===== src/rtl/count_seq_pkg.sv =====
// Shared state, phase and mode definitions for count_sequencer, plus the Moore output decode.
package count_seq_pkg;

  typedef enum logic [2:0] {
    S_IDLE,
    S_CLEAR,
    S_BIN,
    S_GRAY,
    S_DONE
  } state_t;

  localparam logic [1:0] PH_IDLE  = 2'd0;
  localparam logic [1:0] PH_CLEAR = 2'd1;
  localparam logic [1:0] PH_BIN   = 2'd2;
  localparam logic [1:0] PH_GRAY  = 2'd3;

  localparam logic MODE_BIN  = 1'b0;
  localparam logic MODE_GRAY = 1'b1;

  typedef struct packed {
    logic       m;
    logic       cnt_en;
    logic       cnt_clr;
    logic       busy;
    logic       done;
    logic [1:0] phase;
  } seq_out_t;

  // stall only gates the enable; mode and phase keep showing the current state
  function automatic seq_out_t decode_outputs(state_t s, logic stall);
    seq_out_t o;
    o = '0;
    unique case (s)
      S_IDLE:  o = '0;
      S_CLEAR: begin
        o.cnt_clr = 1'b1;
        o.busy    = 1'b1;
        o.m       = MODE_BIN;
        o.phase   = PH_CLEAR;
      end
      S_BIN: begin
        o.m      = MODE_BIN;
        o.cnt_en = ~stall;
        o.busy   = 1'b1;
        o.phase  = PH_BIN;
      end
      S_GRAY: begin
        o.m      = MODE_GRAY;
        o.cnt_en = ~stall;
        o.busy   = 1'b1;
        o.phase  = PH_GRAY;
      end
      S_DONE: begin
        o.busy  = 1'b1;
        o.done  = 1'b1;
        o.phase = PH_IDLE;
      end
      default: o = '0;
    endcase
    return o;
  endfunction

endpackage


===== src/rtl/seq_phase_timer.sv =====
// Loadable down-counter timing one BIN or GRAY phase; o_zero marks the final enabled cycle.
module seq_phase_timer #(
  parameter int LEN_W = 8
) (
  input  logic             Clk,
  input  logic             Reset,
  input  logic             i_load,
  input  logic [LEN_W-1:0] i_load_val,
  input  logic             i_en,
  output logic             o_zero
);

  logic [LEN_W-1:0] r_count;

  always_ff @(posedge Clk or posedge Reset) begin
    if (Reset) begin
      r_count <= '0;
    end else if (i_load) begin
      r_count <= i_load_val;
    end else if (i_en) begin
      r_count <= r_count - LEN_W'(1);
    end
  end

  assign o_zero = (r_count == '0);

endmodule


===== src/rtl/count_sequencer.sv =====
// Schedules clear / binary / Gray phases of the mode counter over a number of passes.
// Optional Pause input stalls BIN/GRAY when COUNT_SEQUENCER_PAUSE_EN is defined.
module count_sequencer
  import count_seq_pkg::*;
#(
  parameter int LEN_W  = 8,
  parameter int PASS_W = 4
) (
  input  logic              Clk,
  input  logic              Reset,
  input  logic              Start,
  input  logic              Abort,
  input  logic [LEN_W-1:0]  BinCycles,
  input  logic [LEN_W-1:0]  GrayCycles,
  input  logic [PASS_W-1:0] Passes,
`ifdef COUNT_SEQUENCER_PAUSE_EN
  input  logic              Pause,
`endif
  output logic              M,
  output logic              CntEn,
  output logic              CntClr,
  output logic              Busy,
  output logic              Done,
  output logic [1:0]        Phase
);

  state_t            r_state;
  seq_out_t          r_out;
  logic [LEN_W-1:0]  r_bin;
  logic [LEN_W-1:0]  r_gray;
  logic [PASS_W-1:0] r_passes;
  logic [PASS_W-1:0] r_pass_cnt;

  logic              w_stall;
  logic              w_zero;
  logic              w_last;
  logic              w_load;
  logic [LEN_W-1:0]  w_load_val;
  logic [PASS_W-1:0] w_pass_next;
  logic              w_pass_more;

`ifdef COUNT_SEQUENCER_PAUSE_EN
  assign w_stall = Pause;
`else
  assign w_stall = 1'b0;
`endif

  // The registered enable doubles as "this cycle counts", so a stalled cycle never ticks the timer.
  assign w_last      = r_out.cnt_en & w_zero;
  assign w_load      = (r_state == S_CLEAR) | w_last;
  assign w_load_val  = ((r_state == S_BIN) && (r_gray != '0)) ? (r_gray - LEN_W'(1)) :
                       (r_bin != '0) ? (r_bin - LEN_W'(1)) : (r_gray - LEN_W'(1));
  assign w_pass_next = r_pass_cnt + PASS_W'(1);
  assign w_pass_more = (w_pass_next < r_passes);

  seq_phase_timer #(.LEN_W(LEN_W)) u_timer (
    .Clk        (Clk),
    .Reset      (Reset),
    .i_load     (w_load),
    .i_load_val (w_load_val),
    .i_en       (r_out.cnt_en & ~w_zero),
    .o_zero     (w_zero)
  );

  always_ff @(posedge Clk or posedge Reset) begin
    if (Reset) begin
      r_state    <= S_IDLE;
      r_out      <= '0;
      r_bin      <= '0;
      r_gray     <= '0;
      r_passes   <= '0;
      r_pass_cnt <= '0;
    end else begin
      r_out <= decode_outputs(r_state, w_stall);
      if (Abort && (r_state != S_IDLE)) begin
        r_state <= S_IDLE;
        r_out   <= decode_outputs(S_IDLE, 1'b0);
      end else begin
        unique case (r_state)
          S_IDLE: begin
            if (Start) begin
              r_bin      <= BinCycles;
              r_gray     <= GrayCycles;
              r_passes   <= (Passes == '0) ? PASS_W'(1) : Passes;
              r_pass_cnt <= '0;
              r_state    <= S_CLEAR;
              r_out      <= decode_outputs(S_CLEAR, w_stall);
            end
          end
          S_CLEAR: begin
            if (r_bin != '0) begin
              r_state <= S_BIN;
              r_out   <= decode_outputs(S_BIN, w_stall);
            end else if (r_gray != '0) begin
              r_state <= S_GRAY;
              r_out   <= decode_outputs(S_GRAY, w_stall);
            end else begin
              r_state <= S_DONE;
              r_out   <= decode_outputs(S_DONE, w_stall);
            end
          end
          S_BIN, S_GRAY: begin
            if (w_last) begin
              if ((r_state == S_BIN) && (r_gray != '0)) begin
                r_state <= S_GRAY;
                r_out   <= decode_outputs(S_GRAY, w_stall);
              end else begin
                r_pass_cnt <= w_pass_next;
                if (!w_pass_more) begin
                  r_state <= S_DONE;
                  r_out   <= decode_outputs(S_DONE, w_stall);
                end else if (r_bin != '0) begin
                  r_state <= S_BIN;
                  r_out   <= decode_outputs(S_BIN, w_stall);
                end else begin
                  r_state <= S_GRAY;
                  r_out   <= decode_outputs(S_GRAY, w_stall);
                end
              end
            end
          end
          S_DONE: begin
            r_state <= S_IDLE;
            r_out   <= decode_outputs(S_IDLE, 1'b0);
          end
          default: begin
            r_state <= S_IDLE;
            r_out   <= '0;
          end
        endcase
      end
    end
  end

  assign M      = r_out.m;
  assign CntEn  = r_out.cnt_en;
  assign CntClr = r_out.cnt_clr;
  assign Busy   = r_out.busy;
  assign Done   = r_out.done;
  assign Phase  = r_out.phase;

endmodule


===== config.mk =====
export PLATFORM = sky130hd
export DESIGN_NAME = count_sequencer
export DESIGN_NICKNAME = d
export VERILOG_FILES = /design/src/rtl/count_seq_pkg.sv /design/src/rtl/seq_phase_timer.sv /design/src/rtl/count_sequencer.sv
export SDC_FILE = /design/constraint.sdc
export NUM_CORES = 1
export LEC_CHECK = 0
export ABC_AREA = 1
export CORE_ASPECT_RATIO = 0.8
export CORE_MARGIN = 10
export CORE_UTILIZATION = 40
export DETAILED_ROUTE_END_ITERATION = 6
export PLACE_DENSITY = 0.62
export REMOVE_ABC_BUFFERS = 1
export SLEW_MARGIN = 20
export SYNTH_ARGS = -nofsm -noshare
export SYNTH_HDL_FRONTEND = slang
export SYNTH_SLANG_ARGS = --single-unit

===== constraint.sdc =====
create_clock -name Clk -period 1.77 [get_ports Clk]
set_input_delay 0.177 -clock Clk [delete_from_list [all_inputs] [get_ports Clk]]
set_output_delay 0.177 -clock Clk [all_outputs]
set_load 0.02 [all_outputs]

==> PnR_summary.wiki <==
== Flow metrics ==
{| class="wikitable"
! Metric !! Value
|-
| Worst EP required || 1940 ps
|-
| Setup_tns || 0 ps
|-
| Area occupied by multi-input gates || 1296 µm²
|-
| Clock network fraction of design power || 12.9%
|-
| R2r worst-path depth || 10
|-
| Leading cell types in the layout, fill and taps excluded || sky130_fd_sc_hd__nand2_1 (95), sky130_fd_sc_hd__dfrtp_1 (41), sky130_fd_sc_hd__inv_1 (40), sky130_fd_sc_hd__clkdlybuf4s50_1 (30), sky130_fd_sc_hd__o21ai_0 (27)
|-
| Biggest cell category by area in the final layout || combinational gates
|-
| Post-cts hold-fix buffer tally || 0
|-
| Maximum ir drop on the vdd rail || 0.8100 mV
|-
| Netlist area before placement || 2477 µm²
|-
| Via count of the first global-routing pass || 2091
|-
| Power per cell area || 1765 nW/µm²
|-
| R2R Path End || Phase[0]
|-
| Total of clock buffers placed in the layout || 8
|-
| Launch point of the critical path || r_pass_cnt[1]
|-
| Width of the chip || 108.0 µm
|-
| Timing-limited maximum frequency || 0.5887 GHz
|-
| Insertion delay at the late pin of the worst-skew pair || 280 ps
|-
| Residual overflow from global routing || 0
|-
| Share of post-route cells with drive strength above 1 || 14.36%
|-
| Gp weighted congestion || 0.8786
|-
| Die Outline Area || 9761 µm²
|-
| CTS Buf Count || 5
|-
| H-tree levels || 2
|-
| Cell area after placement || 2937 µm²
|-
| Storage element area || 1052 µm²
|-
| Fp util || 41.47%
|-
| Max-slew violations || 0
|-
| Maximum number of pins on one net before global-route repair || 43
|-
| Final cycle utilization of the critical path || 95.97%
|-
| Total Routed Length || 5.470 mm
|-
| Sw Ratio || 45.56%
|-
| Mean routed wirelength per cell || 12.16 µm
|-
| Cell internal pwr || 3014 µW
|-
| Clk pin slew, worst setup/hold paths || 80 ps
|-
| Number of port buffers || 30
|-
| Flop2flop setup slack || 70 ps
|-
| Multi-input combinational cell count || 234
|-
| Category of the worst setup path capture point || flop
|-
| Clock root cell || sky130_fd_sc_hd__clkbuf_8
|-
| Number of ordinary and repair buffers in the finished layout || 42
|-
| Register share of total power || 31.3%
|-
| Top Ports || 31
|-
| Synthesized instance count || 325
|-
| Number of signal-net inverters in the final layout || 43
|-
| Total chip power || 5537 µW
|-
| Type of element launching the critical path || flop
|-
| Relative area of non-clock buffer cells in the final design || 13.24%
|-
| Area growth, synth to finish || 26.62%
|-
| Cell count listed in synth_stat.txt || 325
|-
| Total iterations of the first detailed-routing run || 4
|-
| Final critical-path required period || 1699 ps
|-
| Die Y || 90.39 µm
|-
| Number of design rule violations left after detail routing || 0
|-
| TritonCTS clock tree || built
|-
| Global routing usage summed across all routing layers || 11.59%
|-
| Net Switching || 2523 µW
|-
| Clock buf/inv share || 3.510%
|-
| Most common logic cell in the routed design || sky130_fd_sc_hd__nand2_1
|-
| Maximum fanout along the worst path || 3
|-
| Clock sink total || 42
|-
| Dpl hpwl || 4.213 mm
|-
| Worst Skew || 5.149 ps
|-
| Sequential element share of the synthesized area || 42.42%
|-
| Slew at the pin closest to its max-slew limit || 403.7 ps
|-
| Final hold violation count || 0
|-
| Status || completed
|-
| Initial antenna violation count || 0
|-
| Number of core rows || 25
|-
| Reg2reg start || r_pass_cnt[1]
|-
| Top flip-flop cell by instance count after synthesis || sky130_fd_sc_hd__dfrtp_1
|-
| Count of flip-flops with a built-in enable after synthesis || 0
|-
| Final net count || 402
|-
| Post-synth area from yosys stat || 2477 µm²
|-
| Vias after detailed routing || 2142
|-
| Remaining max-slew budget at the tightest pin || 73.02%
|-
| Max cap viols || 0
|-
| Violation count after the first detailed-route iteration || 99
|-
| Yosys cell types || 31
|-
| Per-instance average area after synthesis || 7.623 µm²
|-
| Registers, synthesis || 42
|-
| WP data arrival || 1870 ps
|-
| Leakage component of the power || 0.001535 µW
|-
| Yosys warning count || 0
|-
| Detail Route Antenna Nets || 0
|-
| Global-route wire length before repair || 9.556 mm
|-
| Logic share of the area || 41.32%
|-
| Share of total power in combinational logic || 55.9%
|-
| Post-route standard cell area excluding fillers || 3137 µm²
|-
| Fill cell instance count of the final layout || 574
|-
| Path type of the worst min-delay path || in2async
|-
| Number of buffers on the longest clock path || 2
|-
| Count of warning messages emitted by the tools || 29
|-
| Setup Crit Path Kind || reg2reg
|-
| Share of flip-flops with an asynchronous set or reset || 100.0%
|-
| Average via count per standard cell || 4.760
|-
| Final setup viols || 0
|-
| RSZ-0062 raised after global routing || true
|-
| Antenna Diode Count || 0
|}
cell usage after synthesis, types with 4 or more instances:
cell type                  n  share of area, %
sky130_fd_sc_hd__nor2_1   26               3.9
sky130_fd_sc_hd__dfrtp_1  42                42
sky130_fd_sc_hd__a31oi_1   5               1.3
sky130_fd_sc_hd__nor2_2    4               1.0
sky130_fd_sc_hd__nand2_1  97                15
sky130_fd_sc_hd__ha_1     10               5.1
sky130_fd_sc_hd__o21ai_0  28               5.7
sky130_fd_sc_hd__nand3_1  24               4.8
sky130_fd_sc_hd__inv_1    40               6.1
sky130_fd_sc_hd__xor2_1    7               2.5
sky130_fd_sc_hd__buf_2     4              0.81
sky130_fd_sc_hd__a21oi_1   5               1.0
flip-flops by register name (all words and copies together), names as in the netlist:
register         cells
r_gray               8
CntClr               1
r_passes             4
r_state              3
u_timer.r_count      8
r_bin                8
CntEn                1
Busy                 1
M                    1
Done                 1
Phase                2
r_pass_cnt           4
worst max path at each step:
stage | to | slack, ps
2_1_floorplan | r_passes[0] | 60
3_3_place_gp | Phase[0] | -8
3_5_place_dp | Phase[0] | -20
4_1_cts | Phase[0] | 30
5_1_grt | u_timer.r_count[4] | -30
6_report | Phase[0] | 70
cell families after synthesis:
logic type      Yosys count  share of synthesized area (%)
simple gates            167                          29.95
buf+inv                  49                          7.929
compound gates           47                          11.11
flops                    42                          42.42
xor+xnor                 10                          3.536
fa+ha+maj                10                          5.051
routing by layer:
metal / vias up / track usage (%) / part of all wire (%)
met5: - / 0 / 0
met4: 0 / 2.000 / 0.38
met3: 2 / 2.996 / 5.9
met2: 50 / 16.97 / 42
met1: 969 / 16.66 / 52
li1: 1121 / - / -
critical path, cell delays in order (launching register included):
cell and delay (ps):
sky130_fd_sc_hd__dfrtp_1 410, sky130_fd_sc_hd__ha_2 210, sky130_fd_sc_hd__xor2_2 150, sky130_fd_sc_hd__ha_1 280, sky130_fd_sc_hd__nand2_1 50, sky130_fd_sc_hd__o21ai_2 130
sky130_fd_sc_hd__nand2_1 100, sky130_fd_sc_hd__nand3_2 70, sky130_fd_sc_hd__nand3_2 60, sky130_fd_sc_hd__nand2_2 80, sky130_fd_sc_hd__nand2_1 50
power by group through the flow:
| stage | Sequential [µW] | Clock [µW] | Combinational (µW) |
|---|---|---|---|
| after floorplan | 1760 | 0 | 2020 |
| after global placement | 1740 | 0 | 2890 |
| after detailed placement | 1740 | 0 | 2940 |
| after CTS | 1720 | 740 | 2970 |
| after global routing | 1780 | 777 | 3530 |
| final | 1730 | 714 | 3090 |
repair_timing:
action,in CTS,in global routing
pin swaps,0,7
resized,1,14
endpoints found under the hold margin,0,0
setup endpoints to repair,3,16
buffers inserted,0,3
stage by stage:
step | instances | util, % | hold WS [ps] | setup slack, ps
after CTS | 447 | 50.99 | 272.6 | 25.33
after detailed placement | 439 | 49.15 | 477.0 | -23.90
final | 450 | 52.50 | 257.4 | 71.39
after global placement | 439 | 49.15 | 473.4 | -8.121
after floorplan | 319 | - | 293.7 | 60.89
after global routing | 450 | 52.50 | 295.1 | -28.20
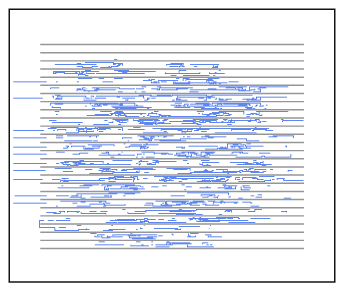
Figure 1: signal wires on met1.
(3 px per µm) Supply wires on this layer in gray.
wire length on this layer = 2840 µm
share of all routed wire = 52%
nets with wire on the layer = 367
longest straight run = 38.6 µm
main direction = horizontal

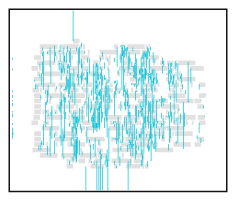
Figure 2: M2 wires.
(2 px per µm)
nets with wire on the layer = 303
wire length on this layer = 2290 µm
longest straight run = 26.9 µm

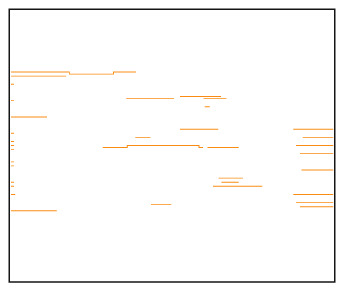
Figure 3: signal wires on met3.
(3 px per µm)
nets with wire on the layer = 33
wire length on this layer = 323 µm
main direction = horizontal
share of all routed wire = 5.9%
longest straight run = 23.9 µm

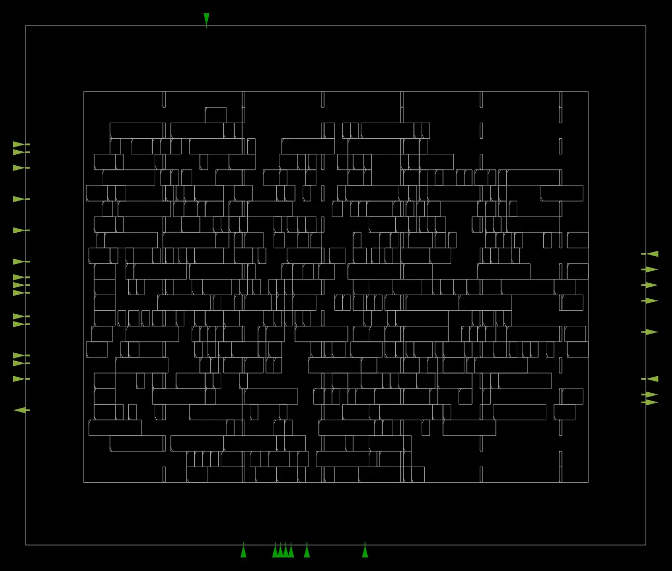
Figure 4: cell outlines without signal wires.
FFs & Latches: 42
proportion of cell area occupied by registers: 33.55%
TAP cells: 81
standard cell core area: 5974 µm²

Power and IR drop assume default switching activity.
